File: config.mk
export PLATFORM = sky130hd
export DESIGN_NAME = instruction_sequencer
export DESIGN_NICKNAME = d
export VERILOG_FILES = /design/src/rtl/harvard_pkg.sv /design/src/rtl/instruction_sequencer.sv
export SDC_FILE = /design/constraint.sdc
export NUM_CORES = 1
export LEC_CHECK = 0
export ABC_AREA = 1
export ABC_CLOCK_PERIOD_IN_PS = 3200
export CAP_MARGIN = 10
export CORE_MARGIN = 3
export CORE_UTILIZATION = 40
export DETAILED_ROUTE_END_ITERATION = 8
export PLACE_DENSITY = 0.81
export SLEW_MARGIN = 20
export SYNTH_ARGS = -nofsm -noshare
export SYNTH_HDL_FRONTEND = slang
export SYNTH_SLANG_ARGS = --single-unit
File: constraint.sdc
create_clock -name ClockInput -period 3.2 [get_ports ClockInput]
set_input_delay 0.8 -clock ClockInput [delete_from_list [all_inputs] [get_ports ClockInput]]
set_output_delay 0.8 -clock ClockInput [all_outputs]
set_load 0.01 [all_outputs]
File: src/rtl/harvard_pkg.sv
// Shared definitions for the Harvard machine: opcode constants, sequencer
// state encodings and instruction word field positions.
package harvard_pkg;

   localparam int OPC_MSB  = 21;
   localparam int OPC_LSB  = 17;
   localparam int MODE_BIT = 16;
   localparam int OPR_MSB  = 15;
   localparam int INSTR_WIDTH = OPC_MSB + 1;

   localparam logic [4:0] OP_JMP  = 5'b01000;
   localparam logic [4:0] OP_JZ   = 5'b01001;
   localparam logic [4:0] OP_HALT = 5'b11111;

   typedef enum logic [2:0] {
      ST_FETCH   = 3'd0,
      ST_LATCH   = 3'd1,
      ST_OPERAND = 3'd2,
      ST_ISSUE   = 3'd3,
      ST_EXECUTE = 3'd4,
      ST_HALT    = 3'd5
   } seqState_t;

endpackage

File: src/rtl/instruction_sequencer.sv
// Fetch/decode/execute controller: owns the PC, resolves direct operands and
// hands one instruction at a time to the decoder. Jumps and HALT resolve here.
//
// state   | meaning
// FETCH   | PC on ROM address, ROM word arrives next cycle
// LATCH   | capture ROM word into IR, pick operand path
// OPERAND | direct operand read outstanding, wait for ack
// ISSUE   | one-cycle decode strobe; jumps/HALT resolve here
// EXECUTE | wait for datapath done, then PC+1
// HALT    | frozen until reset
module instruction_sequencer
   import harvard_pkg::*;
#(
   parameter int         PC_WIDTH   = 8,
   parameter int         DATA_WIDTH = 16,
   parameter logic [4:0] OP_JMP     = harvard_pkg::OP_JMP,
   parameter logic [4:0] OP_JZ      = harvard_pkg::OP_JZ,
   parameter logic [4:0] OP_HALT    = harvard_pkg::OP_HALT
) (
   input  logic                   ClockInput,
   input  logic                   ResetInput,
   output logic [PC_WIDTH-1:0]    InstrAddressOutput,
   input  logic [INSTR_WIDTH-1:0] InstrDataInput,
   output logic [DATA_WIDTH-1:0]  DataAddressOutput,
   output logic                   DataReadReqOutput,
   input  logic                   DataAckInput,
   input  logic [DATA_WIDTH-1:0]  DataReadInput,
   output logic [4:0]             OpecodeOutput,
   output logic [DATA_WIDTH-1:0]  OperandOutput,
   output logic                   AddressingModeOutput,
   output logic                   DecodeValidOutput,
   input  logic                   ExecDoneInput,
   input  logic                   ZeroFlagInput,
   output logic                   HaltOutput,
   output logic [2:0]             StateOutput
);

   seqState_t               state;
   logic [PC_WIDTH-1:0]     pc;
   logic [INSTR_WIDTH-1:0]  ir;

   logic [4:0]              romOpc;
   logic                    romMode;
   logic [OPR_MSB:0]        romOpr;
   logic [4:0]              irOpc;
   logic [PC_WIDTH-1:0]     irTarget;
   logic                    romIsFlow;

   assign romOpc    = InstrDataInput[OPC_MSB:OPC_LSB];
   assign romMode   = InstrDataInput[MODE_BIT];
   assign romOpr    = InstrDataInput[OPR_MSB:0];
   assign irOpc     = ir[OPC_MSB:OPC_LSB];
   assign irTarget  = ir[PC_WIDTH-1:0];
   assign romIsFlow = (romOpc == OP_JMP) || (romOpc == OP_JZ) || (romOpc == OP_HALT);

   assign InstrAddressOutput   = pc;
   assign OpecodeOutput        = ir[OPC_MSB:OPC_LSB];
   assign AddressingModeOutput = ir[MODE_BIT];
   assign StateOutput          = state;

   always_ff @(posedge ClockInput) begin
      if (ResetInput) begin
         state             <= ST_FETCH;
         pc                <= '0;
         ir                <= '0;
         OperandOutput     <= '0;
         DataAddressOutput <= '0;
         DataReadReqOutput <= 1'b0;
         DecodeValidOutput <= 1'b0;
         HaltOutput        <= 1'b0;
      end else begin
         DecodeValidOutput <= 1'b0;
         case (state)
            ST_FETCH: state <= ST_LATCH;
            ST_LATCH: begin
               ir            <= InstrDataInput;
               OperandOutput <= romOpr;
               // Flow-control opcodes never fetch from data memory, whatever their mode bit.
               if (romMode && !romIsFlow) begin
                  DataAddressOutput <= romOpr;
                  DataReadReqOutput <= 1'b1;
                  state             <= ST_OPERAND;
               end else begin
                  DecodeValidOutput <= 1'b1;
                  state             <= ST_ISSUE;
               end
            end
            ST_OPERAND: begin
               if (DataAckInput) begin
                  OperandOutput     <= DataReadInput;
                  DataReadReqOutput <= 1'b0;
                  DecodeValidOutput <= 1'b1;
                  state             <= ST_ISSUE;
               end
            end
            ST_ISSUE: begin
               if (irOpc == OP_HALT) begin
                  HaltOutput <= 1'b1;
                  state      <= ST_HALT;
               end else if (irOpc == OP_JMP) begin
                  pc    <= irTarget;
                  state <= ST_FETCH;
               end else if (irOpc == OP_JZ) begin
                  pc    <= ZeroFlagInput ? irTarget : pc + 1'b1;
                  state <= ST_FETCH;
               end else begin
                  state <= ST_EXECUTE;
               end
            end
            ST_EXECUTE: begin
               if (ExecDoneInput) begin
                  pc    <= pc + 1'b1;
                  state <= ST_FETCH;
               end
            end
            ST_HALT: state <= ST_HALT;
            default: state <= ST_FETCH;
         endcase
      end
   end

endmodule

### Sequential cells colored by netlist name, run 1

Drawn at 6 px/um. Other sequential cells in the stronger gray, the rest of the logic in the fainter gray.
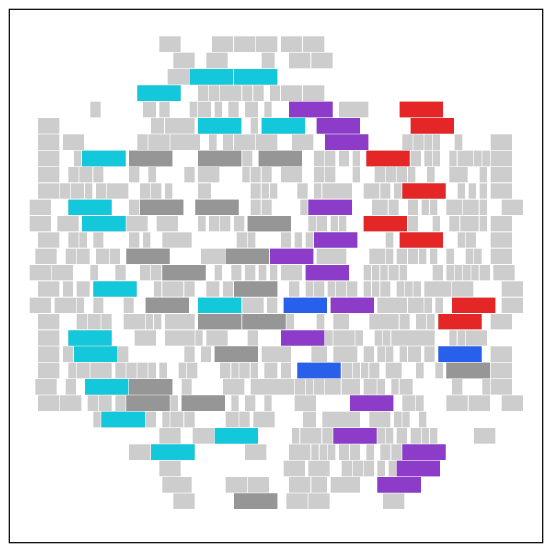
[cyan] `OperandOutput` | placed flops: 16
[purple] `ir` | placed flops: 14
[red] `InstrAddressOutput` | placed flops: 8
[blue] `StateOutput` | placed flops: 3
sequential logic power: 0.964 mW
sequential cell area in the final layout: 0.00120 mm2

### Clock distribution, run 1

Drawn at 6 px/um.
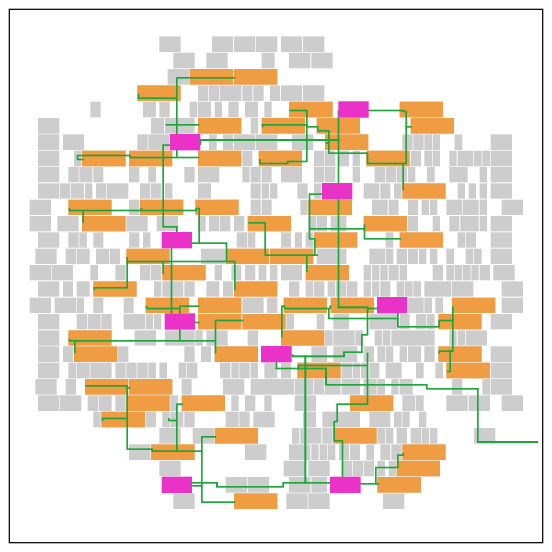
[green] clock wires | length: 736 um
[magenta] clock drivers | count: 9
[orange] flip-flops | count: 60
routed clock nets: 10
worst clock skew on the final layout: 4.62 ps
power in the clock group: 0.637 mW

==> ci_impl_report.md, run 1 <==
## PnR job results

| Metric | Value |
|---|---|
| Chip width | `between 80 and 90 um` |
| Overall power of the completed layout | `between 2 and 2.5 mW` |
| Dominant flop cell | `sky130_fd_sc_hd__dfxtp_1` |
| Reg2Reg Launch Point | `StateOutput[0]` |
| Logic depth of the worst setup path including buffers | `1` |
| Num sequential | `60` |
| Switching component of the power | `0.798 mW` |
| Clock share of power | `26.5%` |
| Start point of the worst min-delay path | `HaltOutput` |
| Num Clock Sinks | `60` |
| Count of yosys warnings during synthesis | `0` |
| Routed length on met1 | `3.32 mm` |
| Number of hold-slack violations in the final timing report | `0` |
| Clock Buffer Count | `14` |
| GPL Wtd Cong | `0.776` |
| Clock slew seen by the registers of the worst setup and hold paths | `60 ps` |
| Sequential share of the synthesized area | `44.0%` |
| Overall overflow remaining after global route | `0` |
| Reg2reg path depth | `4` |
| Syn Std Cell Area | `~0.0027 mm2` |
| MI comb area | `0.00128 mm2` |
| Buffers excl. clock | `97` |
| Minimum clock period after layout | `approximately 2300 ps` |
| Critical path's slowest cell | `sky130_fd_sc_hd__clkdlybuf4s50_1` |
| Critical path startpoint | `StateOutput[0]` |
| TritonCTS clock tree | `yes` |
| Post-Place Cell Area | `~0.0036 mm2` |
| Total leakage power | `1.44 nW` |
| Number of buffers inserted by port buffering | `94` |
| Status | `finished clean` |
| Num CTS Buffers | `9` |
| Total Neg Setup Slack | `0 ps` |
| Arrival time worst endpoint | `1480 ps` |
| End point of the most critical hold path | `HaltOutput` |
| Share of synthesized cell area in and-or and or-and compound cells | `approximately 18%` |
| Summed area of non-filler cells in the final layout | `0.00383 mm2` |
| Final setup violation count | `0` |
| Fraction of final layout cells sized beyond drive strength 1 | `~6.6%` |
| Total via count after detailed routing | `2,731` |
| Sequential share of cell area | `31.4%` |
| Logic power comb | `slightly above 0.8 mW` |
| Worst-case vdd ir drop | `0.283 mV` |
| Most instantiated library cell after synthesis | `sky130_fd_sc_hd__nand2_1` |
| Number of distinct library cells after synthesis | `30` |
| Area of the core | `approximately 0.0065 mm2` |
| Count of filler cells inserted in the layout | `592` |
| Commonest cells in the netlist | `sky130_fd_sc_hd__nand2_1, sky130_fd_sc_hd__dfxtp_1, sky130_fd_sc_hd__nand3_1, sky130_fd_sc_hd__a21oi_1, sky130_fd_sc_hd__inv_1` |
| Transition time of the tightest slew-check pin | `~760 ps` |
| Max Root-Sink Buffers | `2` |
| Die Ht | `between 80 and 90 um` |
| Worst-path fanout max | `6` |
| Mux share | `0%` |
| Clock latency reported for the late side of the worst-skew pair | `330 ps` |
| Stage-log warning count | `26` |
| Area Overhead vs Synth | `40.2%` |
| Met3 wire length | `606 um` |
| Worst endpoint required time | `2400 ps` |
| Synthesized Nets | `409` |
| FP Core Util | `42.1%` |
| Critical Path Start Type | `register` |
| Top logic cells by instance count in the layout | `sky130_fd_sc_hd__clkdlybuf4s50_1, sky130_fd_sc_hd__nand2_1, sky130_fd_sc_hd__dfxtp_1` |
| Routed length on met2 | `3.64 mm` |
| Hold Path Class | `register to register` |
| Total die size | `slightly below 0.008 mm2` |
| Pre-CTS WS | `586 ps` |
| Pre-antenna DRT Iters | `4` |
| Critical path's largest stage delay | `610 ps` |
| Largest combinational cell category by area | `simple AND/OR/NAND/NOR gates` |
| Main area contributors | `sky130_fd_sc_hd__dfxtp_1, sky130_fd_sc_hd__nand2_1, sky130_fd_sc_hd__nand3_1` |
| Post-route antenna net violation count | `0` |
### Congestion heat map, run 1

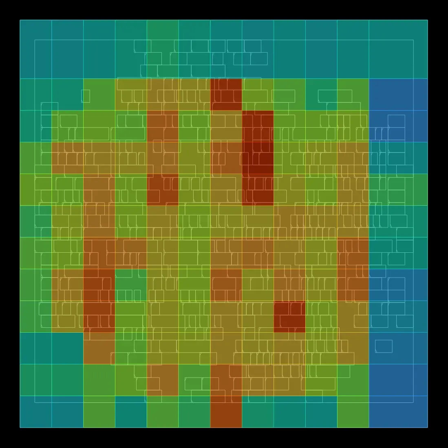
GRT Max-Usage Layer: met2
GR Util All Layers: 20.4%
average wire per cell in the routed design: 14.4 um
M1 GR Usage: 25.8%
Global Route met3 Usage: 6.24%

### Placement by cell class, run 1

Drawn at 6 px/um. Fill, decap, tap and diode cells in gray.
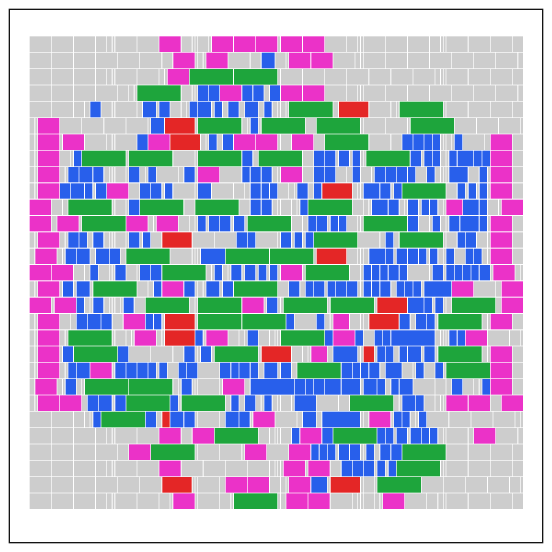

==> inputs of run 2 (changes only) <==
--- a/config.mk
+++ b/config.mk
@@ -6,7 +6,7 @@
 export NUM_CORES = 1
 export LEC_CHECK = 0
 export ABC_AREA = 1
-export ABC_CLOCK_PERIOD_IN_PS = 3200
+export ABC_CLOCK_PERIOD_IN_PS = 2300
 export CAP_MARGIN = 10
 export CORE_MARGIN = 3
 export CORE_UTILIZATION = 40
==> constraint.sdc (replaced) <==
create_clock -name ClockInput -period 2.3 [get_ports ClockInput]
set_input_delay 0.575 -clock ClockInput [delete_from_list [all_inputs] [get_ports ClockInput]]
set_output_delay 0.575 -clock ClockInput [all_outputs]
set_load 0.01 [all_outputs]
### Placement by cell class, run 2

Drawn at 6 px/um. Fill, decap, tap and diode cells in gray.
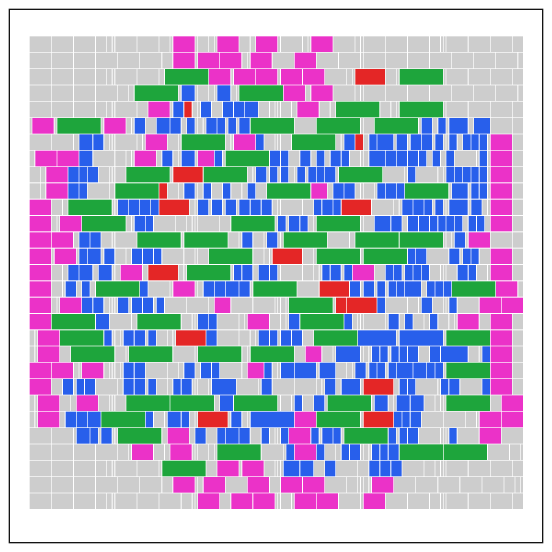
[blue] combinational and other logic | cells: 281
[green] flops | cells: 60
[red] clock drivers and dummy loads | cells: 16
[magenta] other buffers and delay cells | cells: 99
utilization after layout: 59.1%
area of the core: 0.00649 mm2
sequential share of cell area: 31.3%
summed area of non-filler cells in the final layout: 0.00384 mm2

==> run 2 against run 1 <==
Effect of this change: non-clock buffer count is 2 higher; worst hold slack better by 2.2 ps; critical path depth stayed put; highest routed layer unchanged.
==> ci_impl_report.md, run 2 <==
## PnR job results

| Metric | Value |
|---|---|
| Reg2Reg Launch Point | `StateOutput[0]` |
| Switching component of the power | `1.10 mW (+38%)` |
| Clock slew seen by the registers of the worst setup and hold paths | `60 ps (about the same)` |
| Max Root-Sink Buffers | `2 (unchanged)` |
| Stage-log warning count | `26 (unchanged)` |
| Worst clock skew on the final layout | `5.65 ps (+1.03 ps)` |
| Post-Place Cell Area | `0.00366 mm2 (+0.41%)` |
| Number of distinct library cells after synthesis | `30 (unchanged)` |
| Fraction of final layout cells sized beyond drive strength 1 | `6.80% (+0.18 points)` |
| Minimum clock period after layout | `about 2000 ps` |
| Count of yosys warnings during synthesis | `0 (unchanged)` |
| Status | `finished clean` |
| Overall power of the completed layout | `3.32 mW (+38%)` |
| Total via count after detailed routing | `2,702 (-1.1%)` |
| Top logic cells by instance count in the layout | `sky130_fd_sc_hd__clkdlybuf4s50_1, sky130_fd_sc_hd__nand2_1, sky130_fd_sc_hd__dfxtp_1` |
| Num sequential | `60 (unchanged)` |
| Number of buffers inserted by port buffering | `94 (unchanged)` |
| Sequential cell area in the final layout | `0.00120 mm2 (unchanged)` |
| Arrival time worst endpoint | `1470 ps (about the same)` |
| Average wire per cell in the routed design | `14.1 um (-1.8%)` |
| Routed length on met1 | `3.28 mm (-1.1%)` |
| Transition time of the tightest slew-check pin | `513 ps (-251 ps)` |
| Most instantiated library cell after synthesis | `sky130_fd_sc_hd__nand2_1` |
| Pre-antenna DRT Iters | `4 (unchanged)` |
| Clock Buffer Count | `15 (+1)` |
| Chip width | `88.7 um (unchanged)` |
| Power in the clock group | `0.857 mW (+35%)` |
| Share of synthesized cell area in and-or and or-and compound cells | `17.8% (unchanged)` |
| Area Overhead vs Synth | `40.5%` |
| Total die size | `0.00786 mm2 (unchanged)` |
| MI comb area | `0.00128 mm2 (unchanged)` |
| GR Util All Layers | `19.7% (-0.70 points)` |
| Reg2reg path depth | `4 (unchanged)` |
| M1 GR Usage | `25.0% (-0.81 points)` |
| Logic depth of the worst setup path including buffers | `1 (unchanged)` |
| End point of the most critical hold path | `ir[3]` |
| GPL Wtd Cong | `0.786 (+1.2%)` |
| Number of hold-slack violations in the final timing report | `0 (unchanged)` |
| Hold Path Class | `register to register` |
| Synthesized Nets | `409 (unchanged)` |
| FP Core Util | `42.1% (unchanged)` |
| Global Route met3 Usage | `4.38% (-1.9 points)` |
| Worst-path fanout max | `6 (unchanged)` |
| Total leakage power | `1.45 nW (+0.29%)` |
| Count of filler cells inserted in the layout | `584 (-1.4%)` |
| Sequential logic power | `1.35 mW (+40%)` |
| Die Ht | `88.7 um (unchanged)` |
| GRT Max-Usage Layer | `met2` |
| Commonest cells in the netlist | `sky130_fd_sc_hd__nand2_1, sky130_fd_sc_hd__dfxtp_1, sky130_fd_sc_hd__nand3_1, sky130_fd_sc_hd__a21oi_1, sky130_fd_sc_hd__inv_1` |
| Sequential share of the synthesized area | `44.0% (unchanged)` |
| Worst endpoint required time | `1730 ps (-670 ps)` |
| Start point of the worst min-delay path | `ir[3]` |
| Total Neg Setup Slack | `0 ps (unchanged)` |
| Buffers excl. clock | `99 (+2.1%)` |
| Worst-case vdd ir drop | `0.388 mV (+37%)` |
| Pre-CTS WS | `199 ps (-387 ps)` |
| Routed length on met2 | `3.58 mm (-1.6%)` |
| TritonCTS clock tree | `yes` |
| Critical path's slowest cell | `sky130_fd_sc_hd__clkdlybuf4s50_1` |
| Clock latency reported for the late side of the worst-skew pair | `330 ps (about the same)` |
| Largest combinational cell category by area | `simple AND/OR/NAND/NOR gates` |
No activity file was given, so power comes from the tool's default toggle rates.
